==> images/met1.png <==
Drawn at 4 px/µm.
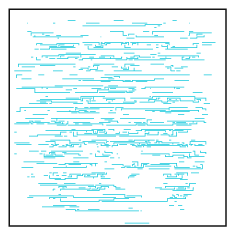
==> images/final_congestion.png <==
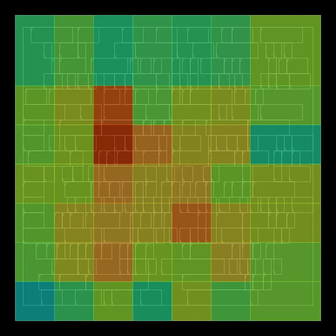
==> images/zoom.png <==
Region (28, 28) to (53, 53) µm. Cells in gray, sequential cells in the stronger gray; small squares are vias.
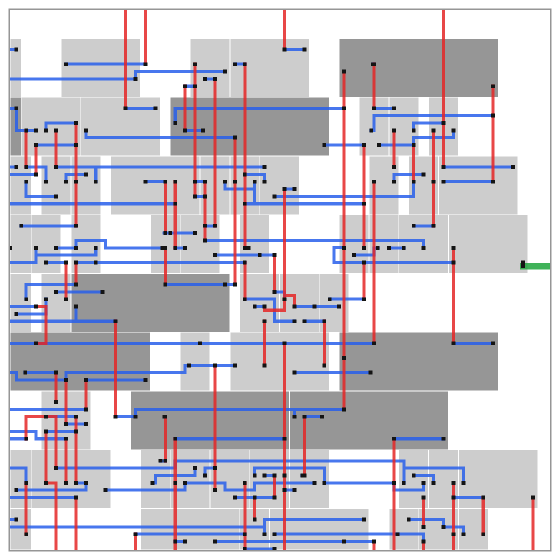
## config.mk

```make
export PLATFORM = sky130hd
export DESIGN_NAME = code_converter_seq
export DESIGN_NICKNAME = d
export VERILOG_FILES = /design/src/rtl/code_converter_seq.sv
export SDC_FILE = /design/constraint.sdc
export NUM_CORES = 1
export LEC_CHECK = 0
export ABC_AREA = 1
export CORE_MARGIN = 1
export CORE_UTILIZATION = 56
export CTS_CLUSTER_SIZE = 25
export DETAILED_ROUTE_END_ITERATION = 7
export MAX_ROUTING_LAYER = met4
export PLACE_DENSITY = 0.84
export SYNTH_ARGS = -nofsm -noshare
export SYNTH_HDL_FRONTEND = slang
export SYNTH_SLANG_ARGS = --single-unit
export TNS_END_PERCENT = 50
```

## constraint.sdc

```tcl
create_clock -name Clock -period 5.35 [get_ports Clock]
set_clock_uncertainty 0.2 [all_clocks]
set_input_delay 0.535 -clock Clock [delete_from_list [all_inputs] [get_ports Clock]]
set_output_delay 0.535 -clock Clock [all_outputs]
set_load 0.05 [all_outputs]
```

## src/rtl/code_converter_seq.sv

```systemverilog
// Sequential code converter: bin->Gray, Gray->bin (bit-serial), excess-3 and negate, with valid/ready handshakes.
// Optional out_parity port is enabled by defining CODE_CONV_PARITY_EN.
module code_converter_seq #(
  parameter int WIDTH = 4
) (
  input  logic             Clock,
  input  logic             reset,
  input  logic             in_valid,
  output logic             in_ready,
  input  logic [WIDTH-1:0] in_data,
  input  logic [1:0]       in_mode,
  output logic             out_valid,
  input  logic             out_ready,
  output logic [WIDTH-1:0] out_data,
  output logic [1:0]       out_mode,
  output logic             out_carry,
  output logic [7:0]       count
`ifdef CODE_CONV_PARITY_EN
  ,
  output logic             out_parity
`endif
);

  localparam int IW = $clog2(WIDTH);

  localparam logic [1:0] IDLE = 2'd0;
  localparam logic [1:0] CONV = 2'd1;
  localparam logic [1:0] DONE = 2'd2;

  localparam logic [1:0] MODE_B2G = 2'b00;
  localparam logic [1:0] MODE_G2B = 2'b01;
  localparam logic [1:0] MODE_XS3 = 2'b10;
  localparam logic [1:0] MODE_NEG = 2'b11;

  logic [1:0]       state;
  logic [WIDTH-1:0] data_r;
  logic [WIDTH-1:0] gray_r;
  logic [1:0]       mode_r;
  logic             carry_r;
  logic [IW-1:0]    idx;
  logic [7:0]       count_r;

  logic [WIDTH-1:0] direct_data;
  logic             direct_carry;
  logic [WIDTH:0]   sum;

  // Single-edge conversions for every mode except Gray->bin.
  always_comb begin
    // NOTE: every always_comb output gets a default first so no path leaves it unassigned (no latch).
    direct_data  = '0;
    direct_carry = 1'b0;
    sum          = '0;
    unique case (in_mode)
      MODE_B2G: direct_data = in_data ^ (in_data >> 1);
      MODE_XS3: begin
        sum          = {1'b0, in_data} + (WIDTH+1)'(3);
        direct_data  = sum[WIDTH-1:0];
        direct_carry = sum[WIDTH];
      end
      MODE_NEG: begin
        sum          = {1'b0, ~in_data} + (WIDTH+1)'(1);
        direct_data  = sum[WIDTH-1:0];
        direct_carry = sum[WIDTH];
      end
      default: ;
    endcase
  end

  always_ff @(posedge Clock) begin
    // NOTE: sequential state uses non-blocking assignments so every register samples pre-edge values.
    if (reset) begin
      state   <= IDLE;
      data_r  <= '0;
      mode_r  <= MODE_B2G;
      carry_r <= 1'b0;
      idx     <= '0;
      count_r <= '0;
    end else begin
      unique case (state)
        IDLE: begin
          if (in_valid) begin
            mode_r <= in_mode;
            if (in_mode == MODE_G2B) begin
              data_r  <= {in_data[WIDTH-1], {(WIDTH-1){1'b0}}};
              carry_r <= 1'b0;
              idx     <= IW'(WIDTH-2);
              state   <= CONV;
            end else begin
              data_r  <= direct_data;
              carry_r <= direct_carry;
              state   <= DONE;
            end
          end
        end
        CONV: begin
          // Resolve one binary bit per edge, MSB towards LSB.
          data_r[idx] <= data_r[idx + IW'(1)] ^ gray_r[idx];
          if (idx == '0) state <= DONE;
          else           idx   <= idx - IW'(1);
        end
        DONE: begin
          if (out_ready) begin
            count_r <= count_r + 8'd1;
            state   <= IDLE;
          end
        end
        default: state <= IDLE;
      endcase
    end
  end

  // NOTE: gray_r is a pure datapath register that is always loaded before CONV reads it, so it needs no reset.
  always_ff @(posedge Clock) begin
    if (state == IDLE && in_valid) gray_r <= in_data;
  end

  assign in_ready  = (state == IDLE);
  assign out_valid = (state == DONE);
  assign out_data  = data_r;
  assign out_mode  = mode_r;
  assign out_carry = carry_r;
  assign count     = count_r;

`ifdef CODE_CONV_PARITY_EN
  assign out_parity = ^data_r;
`endif

endmodule

```

==> run summary <==
impl run done, here's what came out: Sink Count=23, Power Dens Cells=231 mW/mm², post-layout worst setup margin=2.77 ns, port buffer count=26, worst reg-to-reg setup slack=3.40 ns, CORE AREA=0.00250 mm², max-slew violation count=0, first-pass GRT wire length=4910 µm, Sw Share=37.4%, Seq/Total Area, Yosys=33.3%, max cap viols=0, io pins=27, routability cong.=0.874, post-synthesis area per instance=6.86 µm², antenna viol nets, final=0, FP Rows=18, warnings from Yosys=0, Tot GR Track Use=24.0%, Top cells excl fill/tap=nand2_1 (59), inv_1 (33), clkdlybuf4s50_1 (26), vias in the first global route=1133, clock-pin slew on the worst setup and hold paths=0.13 ns, synthesis area per yosys=0.00150 mm², Critical Setup Path Class=reg2out, Crit. End Element=output port, CTS tree=done, Comb pwr share=32.4%, internal power=0.263 mW, Synth area leader=dfxtp_1, Hold Path Cell Cnt=2, TritonRoute pass-1 iters=4, reg-to-reg startpoint=idx[0]$_SDFFE_PP0P_, Yosys Instances=219, die width=53.8 µm, CP arrival=1.84 ns, status=completed, hold_sp=count[7]$_SDFFE_PP0P_, synth-to-layout area growth=21.1%
Notes on met1.png above:
The layer holds 52% of the routed length. The longest straight run is 21.2 µm.

Notes on final_congestion.png above:
gr busiest metal: met2
Final Core Density: 72.8%

Notes on zoom.png above:
Key: green = met3; blue = met1; red = met2
Sequential cells in the window: 7. Netlist names of flops here include count (4), idx (2). 60 logic cells have their middle in the window. Most frequent: nand2_1 (13), inv_1 (9).

==> cell usage after synthesis <==
master	number
nand2_4	1
nand2_1	59
nor3b_2	1
a211oi_1	1
nor3_1	6
a21oi_1	13
buf_2	1
inv_1	33
xor2_1	1
clkbuf_1	1
nand3b_1	1
nand3_1	21
o21ai_0	14
nand3_4	1
a21boi_0	1
nor3_2	1
o21ai_1	1
nor2_4	3
nor2_2	1
a31oi_1	2
dfxtp_1	19
nand2_2	2
ha_1	12
inv_2	2
edfxtp_1	4
clkinv_2	1
nor4_1	1
nor2_1	15
==> state kept, by name (all words and copies together) (netlist names) <==
name / count
out_mode: 2
idx: 2
out_data: 4
gray_r: 4
out_carry: 1
state: 2
count: 8
==> power groups by stage <==
stage,clock [mW],sequential [mW],combinational (mW)
final,0.0848,0.199,0.136
after global routing,0.0940,0.201,0.149
after floorplan,0,0.224,0.0718
after CTS,0.0872,0.199,0.136
after detailed placement,0,0.203,0.135
after global placement,0,0.203,0.134
==> through the flow <==
step	hold WS, ns	total power, mW	instance area, µm²
floorplan	0.327	0.296	1500
detailed placement	0.281	0.337	1790
global route	0.317	0.444	1820
finish	0.297	0.420	1820
global placement	0.283	0.336	1790
CTS	0.300	0.422	1820
==> layout make-up <==
cell class	count	share of cell area (%)
timing repair buffer	26	14.3
sequential	23	27.5
clock inverter	1	0.275
inverter	36	7.50
multi-input combinational	158	47.1
clock buffer	3	1.24
tap	30	2.06
==> worst max-delay path, cell delays in order (launching register included) <==
cell and delay [ns]:
dfxtp_1 0.38, nor2_1 0.28, clkdlybuf4s50_1 0.87
==> layer usage <==
metal,vias up,global-route usage (%)
li1,762,-
met1,595,33.8
met2,31,36.0
met3,4,2.54
met4,0,6.58
met5,-,-
==> kinds of logic (layout without fill, tap and decap cells) <==
| group | count (synthesis) | in the layout | share of synthesized area [%] |
|---|---|---|---|
| AOI/OAI and AO/OA | 32 | 32 | 11.2 |
| DFF | 23 | 23 | 33.3 |
| and+or+nand+nor | 113 | 113 | 35.3 |
| adders and majority gates | 12 | 12 | 9.99 |
| buffers and inverters | 38 | 66 | 9.66 |
| xor gates and xnor gates | 1 | 1 | 0.583 |
==> worst max path at each step <==
stage / from / endpoint / slack [ns] / cells past startpoint
after floorplan: state[0]$_SDFFE_PP0P_ / idx[0]$_SDFFE_PP0P_ / 3.29 / 6
after global placement: in_data[0] / out_data[0]$_SDFFE_PP0P_ / 3.02 / 7
after detailed placement: in_data[0] / out_data[0]$_SDFFE_PP0P_ / 3.00 / 7
after CTS: state[0]$_SDFFE_PP0P_ / in_ready / 2.76 / 2
after global routing: state[0]$_SDFFE_PP0P_ / in_ready / 2.72 / 2
final: state[0]$_SDFFE_PP0P_ / in_ready / 2.77 / 2
No activity file was given, so power comes from the tool's default toggle rates.
